<file path="src/rtl/ps2_rx_fifo_pkg.sv">
// Shared constants and types for the PS/2 receive path.
package ps2_pkg;

    localparam int PS2_FRAME_BITS      = 11;
    localparam int PS2_DATA_BITS       = 8;
    localparam int PS2_FIFO_DEPTH_DEF  = 8;
    localparam int PS2_TIMEOUT_CYC_DEF = 200000;

    typedef enum logic [1:0] {
        IDLE,
        SHIFT,
        PARITY,
        STOP
    } ps2_state_e;

    // PS/2 uses odd parity across the data byte plus the parity bit.
    function automatic logic ps2_odd_ok(input logic [PS2_DATA_BITS-1:0] b, input logic p);
        return ^{b, p};
    endfunction

endpackage

</file>
<file path="src/rtl/ps2_rx_fifo_if.sv">
// Pin and read-side bundle between the PS/2 receiver and its neighbours.
interface ps2_rx_fifo_if;
    import ps2_pkg::*;

    logic                     ps2_clk;
    logic                     ps2_data;
    logic                     rdn;
    logic [PS2_DATA_BITS-1:0] data;
    logic                     ready;
    logic                     overflow;
    logic                     parity_err;

    modport master (
        output ps2_clk, ps2_data, rdn,
        input  data, ready, overflow, parity_err
    );

    modport slave (
        input  ps2_clk, ps2_data, rdn,
        output data, ready, overflow, parity_err
    );

endinterface

</file>
<file path="src/rtl/ps2_rx_fifo_byte_fifo.sv">
// Byte queue for received scan codes; a write into a full queue succeeds
// only when a pop happens in the same cycle.
module ps2_byte_fifo
    import ps2_pkg::*;
#(
    parameter int DEPTH = PS2_FIFO_DEPTH_DEF
) (
    input  logic                      clk,
    input  logic                      clrn,
    input  logic                      wr_i,
    input  logic [PS2_DATA_BITS-1:0]  wdata_i,
    input  logic                      rd_i,
    output logic [PS2_DATA_BITS-1:0]  rdata_o,
    output logic                      full_o,
    output logic                      empty_o,
    output logic [$clog2(DEPTH):0]    count_o
);

    localparam int AW = $clog2(DEPTH);

    logic [AW-1:0]            wr_ptr_q, rd_ptr_q;
    logic [AW:0]              count_q;
    logic [PS2_DATA_BITS-1:0] mem_q [DEPTH];
    logic                     wr_ok, rd_ok;

    assign empty_o = (count_q == '0);
    assign full_o  = (count_q == (AW+1)'(DEPTH));
    assign rd_ok   = rd_i && !empty_o;
    assign wr_ok   = wr_i && (!full_o || rd_ok);

    always_ff @(posedge clk or negedge clrn) begin
        if (!clrn) begin
            wr_ptr_q <= '0;
            rd_ptr_q <= '0;
            count_q  <= '0;
        end else begin
            if (wr_ok) wr_ptr_q <= wr_ptr_q + AW'(1);
            if (rd_ok) rd_ptr_q <= rd_ptr_q + AW'(1);
            count_q <= count_q + (AW+1)'(wr_ok) - (AW+1)'(rd_ok);
        end
    end

    always_ff @(posedge clk) begin
        if (wr_ok) mem_q[wr_ptr_q] <= wdata_i;
    end

    assign rdata_o = mem_q[rd_ptr_q];
    assign count_o = count_q;

endmodule

</file>
<file path="src/rtl/ps2_rx_fifo.sv">
// PS/2 device-to-host receiver: pin synchroniser, frame FSM with timeout,
// and a byte FIFO feeding the key-decode stage.
module ps2_rx_fifo
    import ps2_pkg::*;
#(
    parameter int FIFO_DEPTH  = PS2_FIFO_DEPTH_DEF,
    parameter int TIMEOUT_CYC = PS2_TIMEOUT_CYC_DEF
) (
    input  logic          clk,
    input  logic          clrn,
    ps2_rx_fifo_if.slave  bus
);

    localparam int TW = $clog2(TIMEOUT_CYC);

    logic [2:0]               kclk_q, kdat_q;
    logic                     fall, rx_bit;
    ps2_state_e               state_q;
    logic [2:0]               bitcnt_q;
    logic [PS2_DATA_BITS-1:0] shift_q;
    logic                     par_q;
    logic [TW-1:0]            tmo_q;
    logic                     commit_q, perr_q;
    logic                     ovf_q, ovf_d;
    logic                     pop, fifo_full, fifo_empty;
    logic [PS2_DATA_BITS-1:0] fifo_rdata;
    logic [$clog2(FIFO_DEPTH):0] fifo_count;

    // Flops reset to 1 so a released reset never looks like a falling edge.
    always_ff @(posedge clk or negedge clrn) begin
        if (!clrn) begin
            kclk_q <= 3'b111;
            kdat_q <= 3'b111;
        end else begin
            kclk_q <= {kclk_q[1:0], bus.ps2_clk};
            kdat_q <= {kdat_q[1:0], bus.ps2_data};
        end
    end

    assign fall   = !kclk_q[1] && kclk_q[2];
    assign rx_bit = kdat_q[1];

    always_ff @(posedge clk or negedge clrn) begin
        if (!clrn) begin
            state_q  <= IDLE;
            bitcnt_q <= '0;
            shift_q  <= '0;
            par_q    <= 1'b0;
            tmo_q    <= '0;
            commit_q <= 1'b0;
            perr_q   <= 1'b0;
        end else begin
            commit_q <= 1'b0;
            perr_q   <= 1'b0;
            if (state_q == IDLE || fall) tmo_q <= '0;
            else                         tmo_q <= tmo_q + TW'(1);

            case (state_q)
                IDLE: if (fall && !rx_bit) begin
                    state_q  <= SHIFT;
                    bitcnt_q <= '0;
                end
                SHIFT: if (fall) begin
                    shift_q  <= {rx_bit, shift_q[PS2_DATA_BITS-1:1]};
                    bitcnt_q <= bitcnt_q + 3'd1;
                    if (bitcnt_q == 3'd7) state_q <= PARITY;
                end
                PARITY: if (fall) begin
                    par_q   <= rx_bit;
                    state_q <= STOP;
                end
                STOP: if (fall) begin
                    if (rx_bit && ps2_odd_ok(shift_q, par_q)) commit_q <= 1'b1;
                    else                                      perr_q   <= 1'b1;
                    state_q <= IDLE;
                end
                default: state_q <= IDLE;
            endcase

            // A stalled device abandons the frame; any edge this cycle wins.
            if (state_q != IDLE && !fall && tmo_q == TW'(TIMEOUT_CYC - 1)) begin
                state_q <= IDLE;
                shift_q <= '0;
                perr_q  <= 1'b1;
            end
        end
    end

    assign pop = !bus.rdn && !fifo_empty;

    ps2_byte_fifo #(.DEPTH(FIFO_DEPTH)) u_fifo (
        .clk     (clk),
        .clrn    (clrn),
        .wr_i    (commit_q),
        .wdata_i (shift_q),
        .rd_i    (pop),
        .rdata_o (fifo_rdata),
        .full_o  (fifo_full),
        .empty_o (fifo_empty),
        .count_o (fifo_count)
    );

    // Setting wins over the pop-driven clear.
    always_comb begin
        ovf_d = ovf_q && !pop;
        if (commit_q && fifo_full && !pop) ovf_d = 1'b1;
    end

    always_ff @(posedge clk or negedge clrn) begin
        if (!clrn) ovf_q <= 1'b0;
        else       ovf_q <= ovf_d;
    end

    assign bus.ready      = (fifo_count != '0);
    assign bus.data       = bus.ready ? fifo_rdata : '0;
    assign bus.overflow   = ovf_q;
    assign bus.parity_err = perr_q;

endmodule

</file>
<file path="src/flat_wrapper.sv">
// flat-port wrapper written by rule: the top's interface ports become plain ports
module ps2_rx_fifo_flat import ps2_pkg::*;
#(
    parameter int FIFO_DEPTH  = PS2_FIFO_DEPTH_DEF,
    parameter int TIMEOUT_CYC = PS2_TIMEOUT_CYC_DEF
)
  (clk, clrn, bus_ps2_clk, bus_ps2_data, bus_rdn, bus_data, bus_ready, bus_overflow, bus_parity_err);
  ps2_rx_fifo_if bus_i ();
  input  logic clk;
  input  logic clrn;
  input wire logic [$bits(bus_i.ps2_clk)-1:0] bus_ps2_clk;
  input wire logic [$bits(bus_i.ps2_data)-1:0] bus_ps2_data;
  input wire logic [$bits(bus_i.rdn)-1:0] bus_rdn;
  output wire logic [$bits(bus_i.data)-1:0] bus_data;
  output wire logic [$bits(bus_i.ready)-1:0] bus_ready;
  output wire logic [$bits(bus_i.overflow)-1:0] bus_overflow;
  output wire logic [$bits(bus_i.parity_err)-1:0] bus_parity_err;
  assign bus_i.ps2_clk = bus_ps2_clk;
  assign bus_i.ps2_data = bus_ps2_data;
  assign bus_i.rdn = bus_rdn;
  assign bus_data = bus_i.data;
  assign bus_ready = bus_i.ready;
  assign bus_overflow = bus_i.overflow;
  assign bus_parity_err = bus_i.parity_err;
  ps2_rx_fifo #(.FIFO_DEPTH(FIFO_DEPTH), .TIMEOUT_CYC(TIMEOUT_CYC)) u_core (.clk(clk), .clrn(clrn), .bus(bus_i));
endmodule
</file>
<file path="config.mk">
export PLATFORM = sky130hd
export DESIGN_NAME = ps2_rx_fifo_flat
export DESIGN_NICKNAME = d
export VERILOG_FILES = /design/src/rtl/ps2_rx_fifo_pkg.sv /design/src/rtl/ps2_rx_fifo_if.sv /design/src/rtl/ps2_rx_fifo_byte_fifo.sv /design/src/rtl/ps2_rx_fifo.sv /design/src/flat_wrapper.sv
export SDC_FILE = /design/constraint.sdc
export NUM_CORES = 1
export LEC_CHECK = 0
export CORE_UTILIZATION = 40
export CTS_CLUSTER_DIAMETER = 150
export DETAILED_ROUTE_END_ITERATION = 10
export GPL_ROUTABILITY_DRIVEN = 0
export SLEW_MARGIN = 5
export SYNTH_ARGS = -nofsm -noshare
export SYNTH_HDL_FRONTEND = slang
export SYNTH_SLANG_ARGS = --single-unit
</file>
<file path="constraint.sdc">
create_clock -name clk -period 3 [get_ports clk]
set_clock_uncertainty 0.2 [all_clocks]
set_input_delay 0.6 -clock clk [delete_from_list [all_inputs] [get_ports clk]]
set_output_delay 0.6 -clock clk [all_outputs]
set_load 0.02 [all_outputs]
</file>
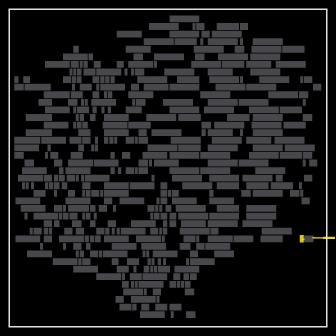
*I/O nets highlighted, run 1*
Yellow stands for bus_ready, direction output, edge right, end cells 1, buffers 1, wire 4.80 µm.
number of buffers added on ports: 15
IO Count: 16

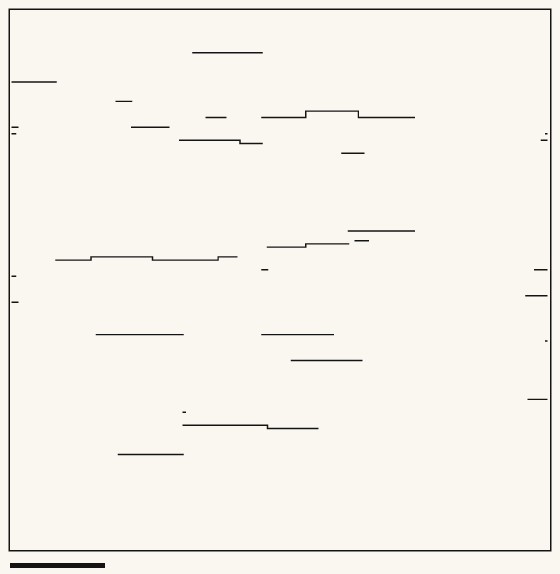
*M3 wires, run 1*
The bar under the picture is 20 µm long.
The layer holds 3.3% of the routed length. The wires run mostly horizontal. The layer carries 278 µm of wire.
met3 Use GR: 5.62%
detailed-route via count: 2704
WL final: 8.51 mm

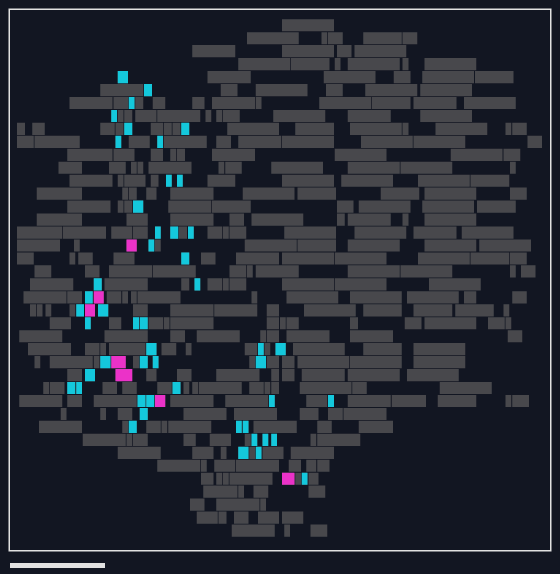
*Selected gate families, run 1*
The bar under the picture is 20 µm long.
Cyan stands for NAND gates, cells 49, most used nand2_1. Magenta stands for AND and OR gates, cells 7, most used and3_1.
Layout Cells excl Fill: 564
Top cell excl fill/tap: edfxtp_1
Comb area share: 28.1%

==> run notes, run 1 <==
run metrics: hold bufs inserted after CTS 0, GRT overflow 0, Fill cells 1036, Worst-Margin Slew 0.633 ns, chip width 113 µm, Cells after Synth 349, Seq area share 53.9%, Root Driver clkbuf_16, GRT Overall Usage 15.3%, Comb area 1660 µm², OpenROAD warning count 31, WP data required 2.20 ns, Seq power 2.14 mW, internal reg-to-reg setup slack 0.59 ns, status complete, no violations, Synth Warn # 0, Biggest register u_core.u_fifo.mem_q, ANT cells 0, count of non-CTS buffers in the layout 28, Final min period 2.86 ns, Synth Flop Type edfxtp_1, CP endpoint kind primary output, Clock buf/inv share 9.26%, Nets 405, Hold Path Class input pin to async pin, Crit path largest cell delay 0.51 ns, setup TNS 0 ns, GRT met1 Usage 19.1%, die area 12900 µm², ao+oa area frac 2.22%, area of the core 12100 µm², Synth Cell Area 4960 µm², Max-area cell share 38.7%, max reg flops 64, Max IR drop VDD 402 µV, dpl hpwl 5.33 mm, Reg2Reg Capture Point u_core.u_fifo.count_o[2], setup slack after placement 0.168 ns, RR Startpoint u_core.u_fifo.count_o[1], flip-flops with a built-in enable 64, Arr. time, crit path 2.06 ns, Clock Path Buffers 2, xor/xnor share 5.37%
-- run 1: layout by cell type (no fill, tap or decap), types with 2 or more instances in the layout --
cell type / instances
buf_12: 2
edfxtp_1: 64
o21ai_0: 6
clkdlybuf4s50_1: 6
nor4_1: 2
dfstp_2: 5
ha_1: 16
inv_1: 14
mux2i_1: 15
clkbuf_16: 17
dfrtp_1: 45
mux4_2: 16
a22o_1: 2
xnor2_1: 10
clkbuf_1: 2
nand4_1: 4
nor2_1: 48
clkinv_2: 3
a21oi_1: 5
nand3_1: 16
clkinvlp_4: 4
nand2_1: 24
xor2_1: 16
and3_1: 3
dlygate4sd2_1: 8
buf_4: 11
clkinv_4: 3
nand2b_1: 5
nor3_1: 2
-- run 1: what timing repair did --
item	in CTS	in global routing
resized	9	0
endpoints found under the hold margin	0	0
endpoints found under the setup margin	9	0
==> run 2: changes to the inputs <==
CELL_PAD_IN_SITES_DETAIL_PLACEMENT = 2   (was not set)
CELL_PAD_IN_SITES_GLOBAL_PLACEMENT = 2   (was not set)
HOLD_SLACK_MARGIN = 0.08   (was not set)
PLACE_DENSITY_LB_ADDON = 0.1   (was not set)
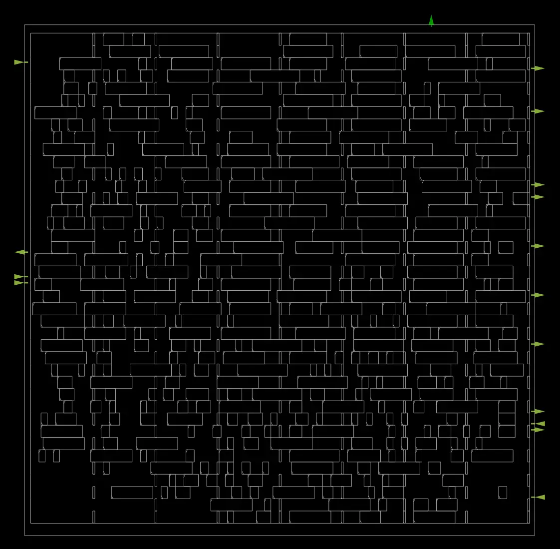
*Placement view, run 2*
n_taps: 168
Layout Utilization: 49.7%
flip-flops: 114

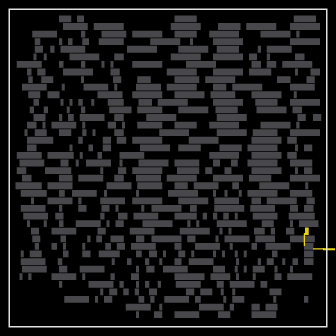
*I/O nets highlighted, run 2*
Yellow stands for bus_ready, direction output, edge right, end cells 1, buffers 1, wire 9.70 µm.

==> run 2 against run 1 <==
Compared with the run above:
- count of clock-buffer cells in the layout is 10 higher
- sequential power up 2%
- hold slack lost 0.010 ns
- clock power rose by 14%
- via count is 5.8% higher
- synthesized cell count unchanged
- flip-flop count unchanged
- worst setup slack lost 0.027 ns
==> run notes, run 2 <==
run metrics: status complete, no violations, GRT met1 Usage 24.4%, Layout Cells excl Fill 564, ANT cells 0, detailed-route via count 2862, Max-area cell share 38.7%, inverter count 14, chip width 113 µm, most numerous cell in the Yosys netlist edfxtp_1, Synth Warn # 0, Clock buf/inv share 10.3%, Max IR drop VDD 528 µV, max reg flops 64, met3 Use GR 4.71%, ao+oa area frac 2.22%, setup slack after placement 0.0883 ns, flip-flops with a built-in enable 64, Cells after Synth 349, CP endpoint kind primary output, Clock Path Buffers 2, Hold Path Class input pin to async pin, setup TNS 0 ns, Seq area share 53.1%, Worst-Margin Slew 0.807 ns, Root Driver clkbuf_16, Comb area 1660 µm², Seq power 2.18 mW, Synth Cell Area 4960 µm², number of buffers added on ports 15, Arr. time, crit path 2.09 ns, hold bufs inserted after CTS 0, GRT Overall Usage 19.5%, cell area after layout 5990 µm², WL final 11.1 mm, most instantiated logic cells after routing 64 x edfxtp_1, 48 x nor2_1, 44 x dfrtp_1, die area 12900 µm², GRT overflow 0, Top cell excl fill/tap edfxtp_1, Crit path largest cell delay 0.52 ns, vias per std cell 5.07, IO Count 16, Biggest register u_core.u_fifo.mem_q, dpl hpwl 7.11 mm, Comb area share 27.6%, count of non-CTS buffers in the layout 28
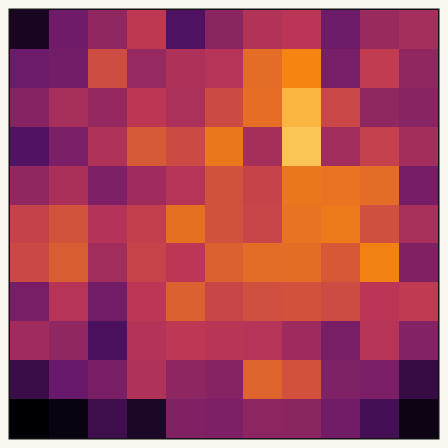
*Placement density heat map, run 2*
The die is cut into 11 by 11 equal tiles; black is low, pale yellow is high, 0 to 100% covered.
The mean over all tiles is 45%. The fullest tile reaches 87%. The emptiest ninth of the die: lower left.
FP Util: 41.1%
area of the core: 12100 µm²

run 2: worst paths after layout:
kind                                                 from                        to  slack, ns  cells after the start
worst max-delay path            u_core.u_fifo.rd_ptr_q[0]               bus_data[7]       0.11                      5
worst min-delay path                                 clrn       u_core.bus.overflow       0.08                      1
worst max register to register   u_core.u_fifo.count_o[2]  u_core.u_fifo.count_o[2]       0.44                     10
worst min register to register           u_core.kclk_q[0]          u_core.kclk_q[1]       0.16                      0
max in group asynchronous                            clrn           u_core.tmo_q[2]       1.82                      2
min in group clk                         u_core.kclk_q[0]          u_core.kclk_q[1]       0.16                      0
run 2: repair_timing:
item,4_1_cts,5_1_grt
gates cloned,0,1
endpoints found under the setup margin,8,4
resized,8,3
==> run 3: changes to the inputs <==
==> constraint.sdc (replaced) <==
create_clock -name clk -period 3 [get_ports clk]
set_clock_uncertainty 0.2 [all_clocks]
set_input_delay 0.75 -clock clk [delete_from_list [all_inputs] [get_ports clk]]
set_output_delay 0.75 -clock clk [all_outputs]
set_load 0.02 [all_outputs]
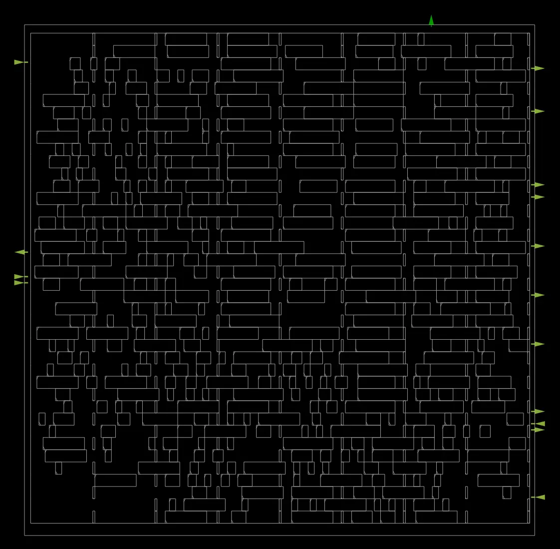
*Placement view, run 3*
row count: 40
Layout Cells excl Fill: 570
Layout Utilization: 50.4%
Seq area share: 52.3%

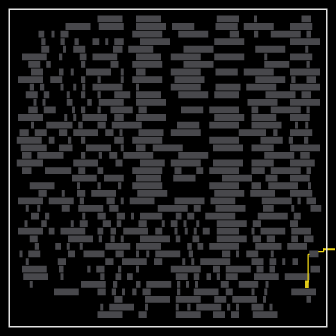
*I/O nets highlighted, run 3*
Yellow stands for bus_ready, direction output, edge right, end cells 1, buffers 1, wire 13.5 µm.

==> run 3 against run 2 <==
Compared with the run above:
- hold slack improved by 0.071 ns
- combinational power up 8%
- cell area grew 1.4%
- count of clock-buffer cells in the layout shrank 11
- sequential power is essentially flat
- core utilization rose by 0.70 points
- critical endpoint is now bus_data[2]
- highest routed layer unchanged
==> run notes, run 3 <==
run metrics: inverter count 14, Seq power 2.18 mW, ANT cells 0, internal reg-to-reg setup slack 0.60 ns, Fill cells 1147, dpl hpwl 7.24 mm, Top cell excl fill/tap edfxtp_1, OpenROAD warning count 33, chip width 113 µm, GRT overflow 0, die area 12900 µm², flip-flops with a built-in enable 64, Synth Warn # 0, flip-flops 114, Crit path largest cell delay 0.48 ns, WP data required 2.05 ns, Final min period 2.94 ns, status complete, no violations, WL final 11.4 mm, RR Startpoint u_core.state_q[0], Reg2Reg Capture Point u_core.shift_q[1], max reg flops 64, detailed-route via count 2868, FP Util 41.1%, most numerous cell in the Yosys netlist edfxtp_1, number of buffers added on ports 15, met3 Use GR 4.87%, Synth Flop Type edfxtp_1, Biggest register u_core.u_fifo.mem_q, Comb area 1660 µm², most instantiated logic cells after routing 64 x edfxtp_1, 48 x nor2_1, 44 x dfrtp_1, Worst R2R Path Depth 5, ao+oa area frac 2.22%
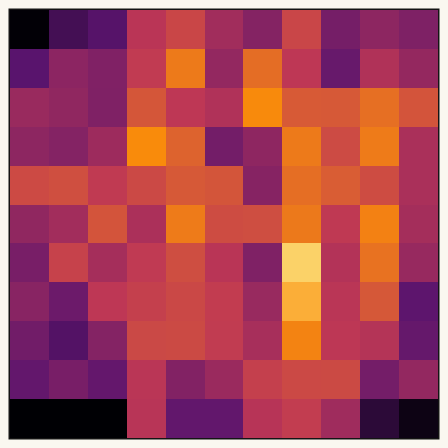
*Placement density heat map, run 3*
The die is cut into 11 by 11 equal tiles; black is low, pale yellow is high, 0 to 100% covered.
The fullest tile reaches 90%. The emptiest ninth of the die: lower left. 3.3% of the tiles are nearly empty. 1.7% of the tiles are over 75% full. The mean over all tiles is 46%.

-- run 3: through the flow --
stage / utilization, % / hold slack (ns) / worst slack [ns] / TNS, ns
CTS: 50.2 / 0.155 / -0.0919 / -0.268
global placement: 44.6 / 0.147 / 0.107 / 0
finish: 50.4 / 0.147 / 0.0620 / 0
global route: 50.4 / 0.157 / -0.0129 / -0.0258
floorplan: - / 0.145 / 0.590 / 0
detailed placement: 44.6 / 0.147 / 0.0151 / 0
-- run 3: logic make-up after synthesis --
family                   Yosys count
flip-flops                       114
AND/OR/NAND/NOR                  113
multiplexers                      32
XOR/XNOR                          28
buffers and inverters             27
AND-OR/OR-AND                     18
adder cells (fa/ha/maj)           17
Power and IR drop assume default switching activity.
